### Clock wires, drivers and flops, run 1

Scale bar: 20 um.
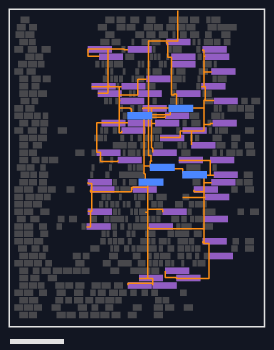
### Selected gate families, run 1

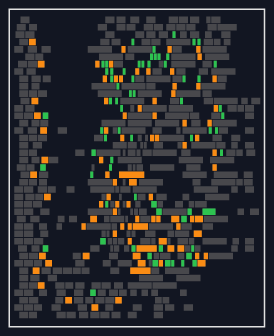
### Cell outlines without signal wires, run 1

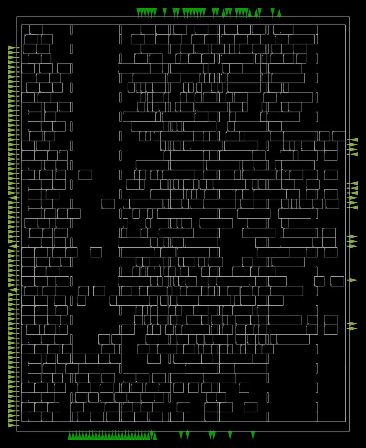
`src/rtl/x_micro_scope_pkg.sv`:
```
// Shared definitions for the x_micro_scope capture/readout sequencer.
//   SCOPE_ADDR_W / SCOPE_DATA_W / SCOPE_DEPTH : scope RAM geometry
//   scope_ctrl_state_t                        : sequencer FSM states
package x_micro_scope_pkg;

  localparam int unsigned SCOPE_ADDR_W = 11;
  localparam int unsigned SCOPE_DATA_W = 32;
  localparam int unsigned SCOPE_DEPTH  = 1 << SCOPE_ADDR_W;

  typedef enum logic [2:0] {
    StIdle,
    StArmed,
    StStart,
    StCapture,
    StRdReq,
    StRdLat,
    StSend
  } scope_ctrl_state_t;

endpackage

```
`src/rtl/x_micro_scope_ctrl_if.sv`:
```
// Bus bundle between the sequencer, the scope instance and the byte sink.
//   Scope side : start, busy, ren, raddr, rdata (rdata valid the cycle after ren)
//   Stream side: tx_data, tx_valid, tx_ready (valid/ready byte stream)
// master = sequencer view, slave = scope + byte sink view.
interface x_micro_scope_ctrl_if #(
  parameter int unsigned DATA_W = 32,
  parameter int unsigned ADDR_W = 11
) ();

  logic              start;
  logic              busy;
  logic              ren;
  logic [ADDR_W-1:0] raddr;
  logic [DATA_W-1:0] rdata;
  logic [7:0]        tx_data;
  logic              tx_valid;
  logic              tx_ready;

  modport master (
    output start, ren, raddr, tx_data, tx_valid,
    input  busy, rdata, tx_ready
  );

  modport slave (
    input  start, ren, raddr, tx_data, tx_valid,
    output busy, rdata, tx_ready
  );

endinterface

```
`src/rtl/x_micro_scope_ser.sv`:
```
// Word-to-byte serialiser: loads a DATA_W word and presents it LSB byte first on a
// valid/ready stream.
//   i_load  : capture i_word, restart at byte 0 and raise valid
//   i_stop  : end the word early; valid drops after the handshake in progress
//   o_data / o_valid / i_ready : byte stream (all outputs registered)
//   o_hs    : handshake this cycle; o_last : current byte is the word's last
module x_micro_scope_ser #(
  parameter int unsigned DATA_W = 32
) (
  input  logic              i_clk,
  input  logic              i_rst_n,
  input  logic              i_load,
  input  logic [DATA_W-1:0] i_word,
  input  logic              i_stop,
  input  logic              i_ready,
  output logic [7:0]        o_data,
  output logic              o_valid,
  output logic              o_hs,
  output logic              o_last
);

  localparam int unsigned NBytes = DATA_W / 8;
  localparam int unsigned IdxW   = (NBytes > 1) ? $clog2(NBytes) : 1;

  logic [DATA_W-1:0] shift_q, shift_d;
  logic [IdxW-1:0]   idx_q, idx_d;
  logic              valid_q, valid_d;

  assign o_data  = shift_q[7:0];
  assign o_valid = valid_q;
  assign o_hs    = valid_q & i_ready;
  assign o_last  = (idx_q == IdxW'(NBytes - 1));

  always_comb begin
    shift_d = shift_q;
    idx_d   = idx_q;
    valid_d = valid_q;
    if (i_load) begin
      shift_d = i_word;
      idx_d   = '0;
      valid_d = 1'b1;
    end else if (o_hs) begin
      shift_d = shift_q >> 8;
      idx_d   = idx_q + IdxW'(1);
      if (o_last || i_stop) valid_d = 1'b0;
    end
  end

  always_ff @(posedge i_clk or negedge i_rst_n) begin
    if (!i_rst_n) begin
      shift_q <= '0;
      idx_q   <= '0;
      valid_q <= 1'b0;
    end else begin
      shift_q <= shift_d;
      idx_q   <= idx_d;
      valid_q <= valid_d;
    end
  end

endmodule

```
`src/rtl/x_micro_scope_ctrl.sv`:
```
// Sequencer for one x_micro_scope capture/readout cycle: arm, masked trigger, start
// pulse, wait for capture, then read the RAM in address order and stream each word
// LSB byte first.
//   i_clk, i_rst_n            : clock, async active-low reset
//   i_arm, i_abort            : single-cycle host commands
//   i_trig_mask/value, i_probe: trigger compare inputs (probe also feeds the scope)
//   scope                     : scope control/readout port and byte stream (master)
//   o_armed                   : high while waiting for the trigger
//   o_done                    : one-cycle pulse on the cycle IDLE is re-entered
module x_micro_scope_ctrl
  import x_micro_scope_pkg::*;
#(
  parameter int unsigned DATA_W = SCOPE_DATA_W,
  parameter int unsigned ADDR_W = SCOPE_ADDR_W
) (
  input  logic                i_clk,
  input  logic                i_rst_n,
  input  logic                i_arm,
  input  logic                i_abort,
  input  logic [DATA_W-1:0]   i_trig_mask,
  input  logic [DATA_W-1:0]   i_trig_value,
  input  logic [DATA_W-1:0]   i_probe,
  x_micro_scope_ctrl_if.master scope,
  output logic                o_armed,
  output logic                o_done
);

  // One extra counter bit keeps the terminal compare distinct from the address wrap.
  localparam logic [ADDR_W:0] LastWord = {1'b0, {ADDR_W{1'b1}}};

  scope_ctrl_state_t state_q, state_d;
  logic [ADDR_W:0]   cnt_q, cnt_d;
  logic              abort_q, abort_d;
  logic              done_q, done_d;
  logic              abort_any, trig_hit, ser_load, ser_hs, ser_last;
  logic [7:0]        ser_data;
  logic              ser_valid;

  assign abort_any = i_abort | abort_q;
  assign trig_hit  = (((i_probe ^ i_trig_value) & i_trig_mask) == '0);

  assign scope.start    = (state_q == StStart);
  assign scope.ren      = (state_q == StRdReq);
  assign scope.raddr    = cnt_q[ADDR_W-1:0];
  assign scope.tx_data  = ser_data;
  assign scope.tx_valid = ser_valid;
  assign o_armed        = (state_q == StArmed);
  assign o_done         = done_q;

  always_comb begin
    state_d  = state_q;
    cnt_d    = cnt_q;
    abort_d  = abort_q;
    ser_load = 1'b0;
    unique case (state_q)
      StIdle: begin
        // Arm wins over a simultaneous abort; a lone abort in IDLE is dropped.
        abort_d = 1'b0;
        if (i_arm) state_d = StArmed;
      end
      StArmed: begin
        if (i_abort) state_d = StIdle;
        else if (trig_hit) state_d = StStart;
      end
      StStart: begin
        if (i_abort) abort_d = 1'b1;
        state_d = StCapture;
      end
      StCapture: begin
        // The scope cannot be stopped: a pending abort only takes effect at busy fall.
        if (i_abort) abort_d = 1'b1;
        if (!scope.busy) begin
          if (abort_any) begin
            state_d = StIdle;
          end else begin
            state_d = StRdReq;
            cnt_d   = '0;
          end
        end
      end
      StRdReq: begin
        state_d = i_abort ? StIdle : StRdLat;
      end
      StRdLat: begin
        if (i_abort) begin
          state_d = StIdle;
        end else begin
          ser_load = 1'b1;
          state_d  = StSend;
        end
      end
      StSend: begin
        // The byte on the bus always completes its handshake before an abort lands.
        if (i_abort) abort_d = 1'b1;
        if (ser_hs) begin
          if (abort_any) begin
            state_d = StIdle;
          end else if (ser_last) begin
            if (cnt_q == LastWord) begin
              state_d = StIdle;
            end else begin
              cnt_d   = cnt_q + (ADDR_W + 1)'(1);
              state_d = StRdReq;
            end
          end
        end
      end
      default: state_d = StIdle;
    endcase
    done_d = (state_d == StIdle) && (state_q != StIdle);
  end

  always_ff @(posedge i_clk or negedge i_rst_n) begin
    if (!i_rst_n) begin
      state_q <= StIdle;
      cnt_q   <= '0;
      abort_q <= 1'b0;
      done_q  <= 1'b0;
    end else begin
      state_q <= state_d;
      cnt_q   <= cnt_d;
      abort_q <= abort_d;
      done_q  <= done_d;
    end
  end

  x_micro_scope_ser #(
    .DATA_W (DATA_W)
  ) u_ser (
    .i_clk   (i_clk),
    .i_rst_n (i_rst_n),
    .i_load  (ser_load),
    .i_word  (scope.rdata),
    .i_stop  (abort_any),
    .i_ready (scope.tx_ready),
    .o_data  (ser_data),
    .o_valid (ser_valid),
    .o_hs    (ser_hs),
    .o_last  (ser_last)
  );

endmodule
```
`src/flat_wrapper.sv`:
```
// flat-port wrapper written by rule: the top's interface ports become plain ports
module x_micro_scope_ctrl_flat import x_micro_scope_pkg::*;
#(
  parameter int unsigned DATA_W = SCOPE_DATA_W,
  parameter int unsigned ADDR_W = SCOPE_ADDR_W
)
  (i_clk, i_rst_n, i_arm, i_abort, i_trig_mask, i_trig_value, i_probe, o_armed, o_done, scope_start, scope_ren, scope_raddr, scope_tx_data, scope_tx_valid, scope_busy, scope_rdata, scope_tx_ready);
  x_micro_scope_ctrl_if #(.DATA_W(DATA_W), .ADDR_W(ADDR_W)) scope_i ();
  input  logic i_clk;
  input  logic i_rst_n;
  input  logic i_arm;
  input  logic i_abort;
  input  logic [DATA_W-1:0] i_trig_mask;
  input  logic [DATA_W-1:0] i_trig_value;
  input  logic [DATA_W-1:0] i_probe;
  output logic o_armed;
  output logic o_done;
  output wire logic [$bits(scope_i.start)-1:0] scope_start;
  output wire logic [$bits(scope_i.ren)-1:0] scope_ren;
  output wire logic [$bits(scope_i.raddr)-1:0] scope_raddr;
  output wire logic [$bits(scope_i.tx_data)-1:0] scope_tx_data;
  output wire logic [$bits(scope_i.tx_valid)-1:0] scope_tx_valid;
  input wire logic [$bits(scope_i.busy)-1:0] scope_busy;
  input wire logic [$bits(scope_i.rdata)-1:0] scope_rdata;
  input wire logic [$bits(scope_i.tx_ready)-1:0] scope_tx_ready;
  assign scope_start = scope_i.start;
  assign scope_ren = scope_i.ren;
  assign scope_raddr = scope_i.raddr;
  assign scope_tx_data = scope_i.tx_data;
  assign scope_tx_valid = scope_i.tx_valid;
  assign scope_i.busy = scope_busy;
  assign scope_i.rdata = scope_rdata;
  assign scope_i.tx_ready = scope_tx_ready;
  x_micro_scope_ctrl #(.DATA_W(DATA_W), .ADDR_W(ADDR_W)) u_core (.i_clk(i_clk), .i_rst_n(i_rst_n), .i_arm(i_arm), .i_abort(i_abort), .i_trig_mask(i_trig_mask), .i_trig_value(i_trig_value), .i_probe(i_probe), .scope(scope_i), .o_armed(o_armed), .o_done(o_done));
endmodule
```
`config.mk`:
```
export PLATFORM = sky130hd
export DESIGN_NAME = x_micro_scope_ctrl_flat
export DESIGN_NICKNAME = d
export VERILOG_FILES = /design/src/rtl/x_micro_scope_pkg.sv /design/src/rtl/x_micro_scope_ctrl_if.sv /design/src/rtl/x_micro_scope_ser.sv /design/src/rtl/x_micro_scope_ctrl.sv /design/src/flat_wrapper.sv
export SDC_FILE = /design/constraint.sdc
export NUM_CORES = 1
export LEC_CHECK = 0
export CAP_MARGIN = 10
export CORE_ASPECT_RATIO = 1.25
export CORE_UTILIZATION = 30
export DETAILED_ROUTE_END_ITERATION = 8
export GPL_TIMING_DRIVEN = 0
export PLACE_DENSITY = 0.71
export SYNTH_ARGS = -nofsm -noshare
export SYNTH_HDL_FRONTEND = slang
export SYNTH_SLANG_ARGS = --single-unit
```
`constraint.sdc`:
```
create_clock -name i_clk -period 2.1 [get_ports i_clk]
set_input_delay 0.42 -clock i_clk [delete_from_list [all_inputs] [get_ports i_clk]]
set_output_delay 0.42 -clock i_clk [all_outputs]
set_load 0.01 [all_outputs]
```
==> impl_metrics.env, run 1 <==
# physical design summary
export IMPL_grt_pass1_vias=3170
export IMPL_path_clk_slew_ns=0.07
export IMPL_period_used=1.00
export IMPL_synth_flops=52
export IMPL_grt_usage=0.169
export IMPL_layout_top_cells="152 x clkdlybuf4s50_1, 52 x dfrtp_1, 48 x nand2_1"
export IMPL_worstPathRequired_ns=2.31
export IMPL_worstMarginPinSlew_ns=0.584
export IMPL_outcome="finished, violations left"
export IMPL_chip_area_mm2=0.0109
export IMPL_p_leak_nw=2.33
export IMPL_crit_family="simple AND/OR/NAND/NOR gates"
export IMPL_slowest_delay_ns=0.40
export IMPL_mux_share=0.0799
export IMPL_peakVddDrop_mv=0.345
export IMPL_grt_pass1_wl_mm=14.6
export IMPL_dr_wl_met3_um=538
export IMPL_vias=3171
export IMPL_drt_iter0_drc=113
export IMPL_slew_headroom=0.611
export IMPL_n_all_inverters=3
export IMPL_synth_area_mm2=0.00315
export IMPL_wl_mm=9.15
export IMPL_gp_congestion=0.829
export IMPL_drc=0
export IMPL_layout_setup_ws_ns=-0.00530
export IMPL_place_area_mm2=0.00490
export IMPL_clockBufferDepth=2
export IMPL_core_area_mm2=0.0102
export IMPL_power_density_mw_per_mm2=444
export IMPL_crit_end="u_core.cnt_q[2]"
export IMPL_dp_hpwl_mm=7.27
export IMPL_synthXorXnorAreaFrac=0.0918
export IMPL_end_kind="flip-flop"
export IMPL_syn_to_final_growth_pct=65.3
export IMPL_hold_slack_ns=0.101
export IMPL_cts_tree="done"
export IMPL_yosysSeqAreaShare=0.413
export IMPL_fa_ha_area_frac=0.00795
export IMPL_grt_util_met3=0.0286
export IMPL_slowest_stage="or3b_4"
export IMPL_die_w_um=93.6
export IMPL_clkbuf_count=5
export IMPL_nFillCells=961
export IMPL_top_layer="met4"
export IMPL_ioPinCount=158
export IMPL_dr_wl_met2_mm=5.05
export IMPL_clkCellAreaFrac=0.0281
export IMPL_failed_checks="setup timing"
export IMPL_hp_class="input pin to async pin"
export IMPL_synthAoiAreaFrac=0.163
export IMPL_cts_htree_levels=2
export IMPL_drv_slew=0
export IMPL_setup_violations=1
export IMPL_finalClockSkew_ns=0.00427
export IMPL_cts_sinks=52
export IMPL_cts_made_buffers=5
export IMPL_routed_via_density=4.93
export IMPL_synth_net_count=482
export IMPL_worstPathMaxFanout=5
export IMPL_cp_cell_sequence="ha_2 > or3b_4 > a311oi_4 > a21oi_4 > buf_6 > or3_1 > a21oi_2"
export IMPL_ys_types=37
export IMPL_tap_cells=129
export IMPL_fin_nets=649
export IMPL_drive_above_1_share=0.130
export IMPL_r2r_end="u_core.cnt_q[2]"
export IMPL_critPathLaunchType="flip-flop"
export IMPL_grt_overflow=0
export IMPL_use_met2=0.319
export IMPL_die_y_um=117
export IMPL_tool_warnings=27
export IMPL_cap_violations=0
export IMPL_yosysChipArea_mm2=0.00315
export IMPL_preCtsSetupSlack_ns=-0.743
About 'Clock wires, drivers and flops':
Key: orange = clock wires [length 627 um]; purple = flip-flops [count 52]; blue = cells driving clock nets [count 5]
There are 6 routed clock nets.

About 'Selected gate families':
Key: orange = inverting AOI/OAI gates [cells 85, where widely spread]; green = NAND gates [cells 66]

About 'Cell outlines without signal wires':
fin util: 0.512
Seq cells: 52
Seq/total area: 0.250
final cell count without fillers: 643

[run 1: power breakdown]
part	leakage (nW)	switching [mW]	internal, mW
Sequential	0.724	0.00344	1.01
Combinational	1.53	0.172	0.311
Clock	0.0702	0.371	0.444
[run 1: cells in the mapped netlist]
library cell	n	area, um2
a311oi_2	1	15.0
o21ai_0	44	220
a21oi_1	17	85.1
o311ai_0	1	8.76
and3_1	6	37.5
buf_1	2	7.51
o21a_1	1	7.51
and4_1	2	17.5
or3b_1	1	8.76
nor2b_1	2	12.5
buf_2	4	20.0
nor4_1	1	6.26
o31ai_1	2	15.0
a21oi_2	1	8.76
nand3_1	6	30.0
nor3_1	6	30.0
or4_1	5	37.5
nand2_1	48	180
buf_4	19	143
nor2_1	7	26.3
a22o_1	1	8.76
nand2b_1	2	12.5
mux2i_1	24	240
a22oi_1	16	120
ha_1	2	25.0
xor2_1	33	289
and2_1	1	6.26
or3_1	6	37.5
nand4_1	10	62.6
dfrtp_1	52	1300
o211ai_1	3	22.5
clkbuf_1	12	45.0
mux2_2	1	11.3
buf_6	1	11.3
inv_1	3	11.3
and3b_1	1	8.76
nor4b_1	2	17.5
[run 1: flip-flops by register name, indices dropped and copies added (netlist names)]
| signal | flops |
|---|---|
| u_core.u_ser.o_valid | 1 |
| u_core.abort_q | 1 |
| u_core.u_ser.shift_q | 32 |
| u_core.u_ser.idx_q | 2 |
| u_core.cnt_q | 12 |
| u_core.o_done | 1 |
| u_core.state_q | 3 |
[run 1: timing repair]
action,CTS,global route
setup endpoints to repair,51,42
setup buffers,0,1
resized,11,42
hold buffers,0,0
pin swaps,0,24
gates cloned,0,1
==> inputs of run 2 (changes only) <==
- RECOVER_POWER: default -> 100
### Cell outlines without signal wires, run 2

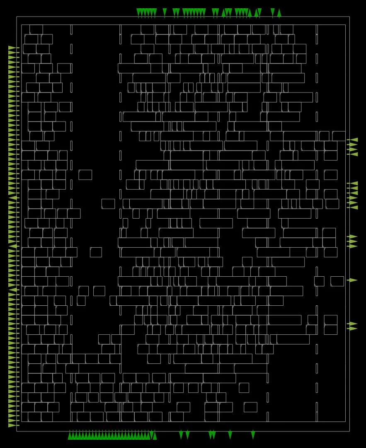
Seq/total area: 0.251
core area: 0.0102 mm2
Core Rows: 41
Fillers: 962

==> impl_metrics.env, run 2 <==
# physical design summary
export IMPL_cts_tree="done"
export IMPL_fin_nets=649
export IMPL_grt_pass1_vias=3170
export IMPL_routed_via_density=4.94
export IMPL_synth_area_leader_cell="dfrtp_1"
export IMPL_tap_cells=129
export IMPL_clockBufferDepth=2
export IMPL_period_used=1.00
export IMPL_drv_slew=0
export IMPL_largest_register="u_core.u_ser.shift_q"
export IMPL_grt_pass1_wl_mm=14.6
export IMPL_tool_warnings=27
export IMPL_place_area_mm2=0.00490
export IMPL_edf_count=0
export IMPL_chip_area_mm2=0.0109
export IMPL_slowest_stage="or3b_4"
export IMPL_gp_congestion=0.829
export IMPL_vias=3179
export IMPL_preCtsSetupSlack_ns=-0.743
export IMPL_yosysSeqAreaShare=0.413
export IMPL_layout_setup_ws_ns=-0.00390
export IMPL_synthXorXnorAreaFrac=0.0918
export IMPL_grt_overflow=0
export IMPL_postCtsSetupBuffers=0
export IMPL_drive_above_1_share=0.126
export IMPL_fa_ha_area_frac=0.00795
export IMPL_synth_area_mm2=0.00315
export IMPL_crit_family="simple AND/OR/NAND/NOR gates"
export IMPL_outcome="finished, violations left"
export IMPL_failed_checks="setup timing"
export IMPL_worstPathMaxFanout=5
export IMPL_mux_share=0.0799
export IMPL_ys_types=37
export IMPL_worstMarginPinSlew_ns=1.17
export IMPL_drc=0
export IMPL_yosysChipArea_mm2=0.00315
export IMPL_synth_net_count=482
export IMPL_dp_hpwl_mm=7.27
export IMPL_hp_class="input pin to async pin"
export IMPL_drt_iter0_drc=106
export IMPL_cts_sinks=52
export IMPL_ctsHoldBuffers=0
export IMPL_power_density_mw_per_mm2=445
export IMPL_setup_violations=1
export IMPL_common_cells="52 x dfrtp_1, 48 x nand2_1, 44 x o21ai_0, 33 x xor2_1, 24 x mux2i_1"
export IMPL_end_kind="flip-flop"
export IMPL_ioPinCount=158
export IMPL_syn_to_final_growth_pct=64.8
export IMPL_yosysTopAreaCellShare=0.413
export IMPL_cts_htree_levels=2
run 2: worst register-to-register path, stage by stage, from the launching register on:
cell and delay (ns):
dfrtp_1 0.36, ha_2 0.18, or3b_4 0.40, a311oi_4 0.33, a21oi_4 0.12, buf_6 0.15
or3_1 0.36, a21oi_2 0.13
run 2: logic make-up (layout without fill, tap and decap cells):
logic type,count (synthesis),count (layout)
muxes,25,25
AOI/OAI and AO/OA,87,87
and+or+nand+nor,106,106
adders and majority gates,2,2
buffers and inverters,41,209
xor gates and xnor gates,33,33
DFF,52,52
run 2: final timing paths:
kind,startpoint,endpoint,depth (start not counted)
worst max-delay path,u_core.u_ser.idx_q[0],u_core.cnt_q[2],7
worst min-delay path,i_rst_n,u_core.u_ser.shift_q[7],1
worst max register to register,u_core.u_ser.idx_q[0],u_core.cnt_q[2],7
worst min register to register,u_core.u_ser.shift_q[31],u_core.u_ser.shift_q[31],2
max in group asynchronous,i_rst_n,u_core.cnt_q[7],2
min in group i_clk,u_core.u_ser.shift_q[31],u_core.u_ser.shift_q[31],2
run 2: routing by layer:
layer / GRT usage / wire, um / up-vias
met5: 0 / 0 / -
met4: 0.0482 / 183 / 0
met3: 0.0286 / 534 / 16
met2: 0.319 / 5020 / 123
met1: 0.194 / 3420 / 1492
li1: - / - / 1548
run 2: stage by stage:
| step | utilization | setup TNS (ns) |
|---|---|---|
| 6_report | 0.511 | -0.00390 |
| 5_1_grt | 0.511 | -1.49 |
| 4_1_cts | 0.499 | 0 |
| 3_5_place_dp | 0.482 | -28.62 |
| 3_3_place_gp | 0.481 | -76.02 |
| 2_1_floorplan | - | 0 |
run 2: report_power, final:
group	internal (mW)	switching (mW)	leakage [nW]
logic	0.305	0.171	1.60
clock network	0.445	0.377	0.0702
registers	1.01	0.00335	0.724
total	1.76	0.551	2.39
==> inputs of run 3 (changes only) <==
- CELL_PAD_IN_SITES_DETAIL_PLACEMENT: default -> 1
- CELL_PAD_IN_SITES_GLOBAL_PLACEMENT: default -> 1
- CORE_UTILIZATION: 30 -> 29
- PLACE_DENSITY: 0.71 -> 0.89
### Placement by cell class, run 3

Scale bar: 20 um.
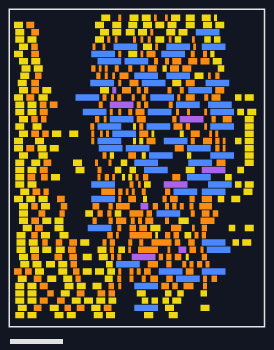
Key: blue = flip-flops [cells 52]; orange = all other logic [cells 256]; yellow = other buffers and delay cells [cells 201]; purple = clock drivers and dummy loads [cells 8]

==> impl_metrics.env, run 3 <==
# physical design summary
export IMPL_rows=42
export IMPL_routed_via_density=5.00
export IMPL_worstMarginPinSlew_ns=1.04
export IMPL_cp_depth=6
export IMPL_drt_iter0_drc=126
export IMPL_syn_to_final_growth_pct=64.4
export IMPL_power_density_mw_per_mm2=450
export IMPL_mux_share=0.0799
export IMPL_r2r_end="u_core.cnt_q[6]"
export IMPL_ioPinCount=158
export IMPL_ys_types=37
export IMPL_preCtsSetupSlack_ns=-0.798
export IMPL_intPower_mw=1.76
export IMPL_fin_nets=652
export IMPL_dp_hpwl_mm=8.60
export IMPL_clkPwrFrac=0.359
export IMPL_yosysChipArea_mm2=0.00315
export IMPL_grt_pass1_vias=3558
export IMPL_hp_class="input pin to async pin"
export IMPL_drv_slew=0
export IMPL_drc=0
export IMPL_worstPathMaxFanout=9
export IMPL_outcome="finished clean"
export IMPL_pwr_share_comb=0.207
export IMPL_r2r_start="u_core.state_q[2]"
export IMPL_grt_overflow=0
export IMPL_grt_pass1_wl_mm=17.1
export IMPL_synth_area_leader_cell="dfrtp_1"
export IMPL_period_used=0.987
export IMPL_reg2reg_depth=6
export IMPL_fa_ha_area_frac=0.00795
export IMPL_yosysSeqAreaShare=0.413
export IMPL_gp_congestion=0.794
export IMPL_synth_net_count=482
export IMPL_vias=3242
export IMPL_edf_count=0
export IMPL_core_area_mm2=0.0106
export IMPL_p_sw_frac=0.244
[run 3: per-layer routing]
layer | global-route usage | up-vias | part of all wire
met3 | 0.0367 | 18 | 0.050
met2 | 0.362 | 126 | 0.57
li1 | - | 1549 | -
met1 | 0.208 | 1549 | 0.36
met5 | 0 | - | 0
met4 | 0.0795 | 0 | 0.025
[run 3: layout make-up]
class / instances / area (um2)
Clock buffer: 5 / 125
Inverter: 3 / 11.3
Timing Repair Buffer: 163 / 1600
Buffer: 38 / 250
Tap cell: 132 / 165
Sequential cell: 52 / 1300
Clock inverter: 3 / 22.5
Fill cell: 1211 / 5390
Multi-Input combinational cell: 253 / 1700
[run 3: worst max path at each step]
stage	startpoint	slack, ns	to
global route	u_core.u_ser.idx_q[0]	-0.06	u_core.cnt_q[10]
finish	u_core.state_q[2]	0.03	u_core.cnt_q[6]
global placement	i_rst_n	-0.86	u_core.abort_q
floorplan	u_core.u_ser.idx_q[0]	0.19	u_core.cnt_q[7]
detailed placement	i_abort	-0.80	u_core.u_ser.shift_q[19]
CTS	u_core.u_ser.idx_q[0]	-0.004	u_core.cnt_q[5]
[run 3: logic make-up after synthesis]
family          after synthesis
compound gates               87
xor+xnor                     33
fa+ha+maj                     2
buf+inv                      41
flops                        52
mux                          25
simple gates                106
[run 3: power groups by stage]
stage                     registers (mW)  logic, mW  clock network, mW
final                               1.01      0.482              0.837
after global routing                1.01      0.520              0.893
after CTS                           1.01      0.481              0.856
after detailed placement            1.03      0.473                  0
after global placement              1.03      0.454                  0
after floorplan                     1.03      0.131                  0
[run 3: what timing repair did]
action,4_1_cts,5_1_grt
buffers inserted,3,1
gates cloned,1,0
hold buffers,0,0
setup endpoints to repair,51,40
resized,21,21
pin swaps,21,6
Power is estimated from default activity; no workload was simulated.
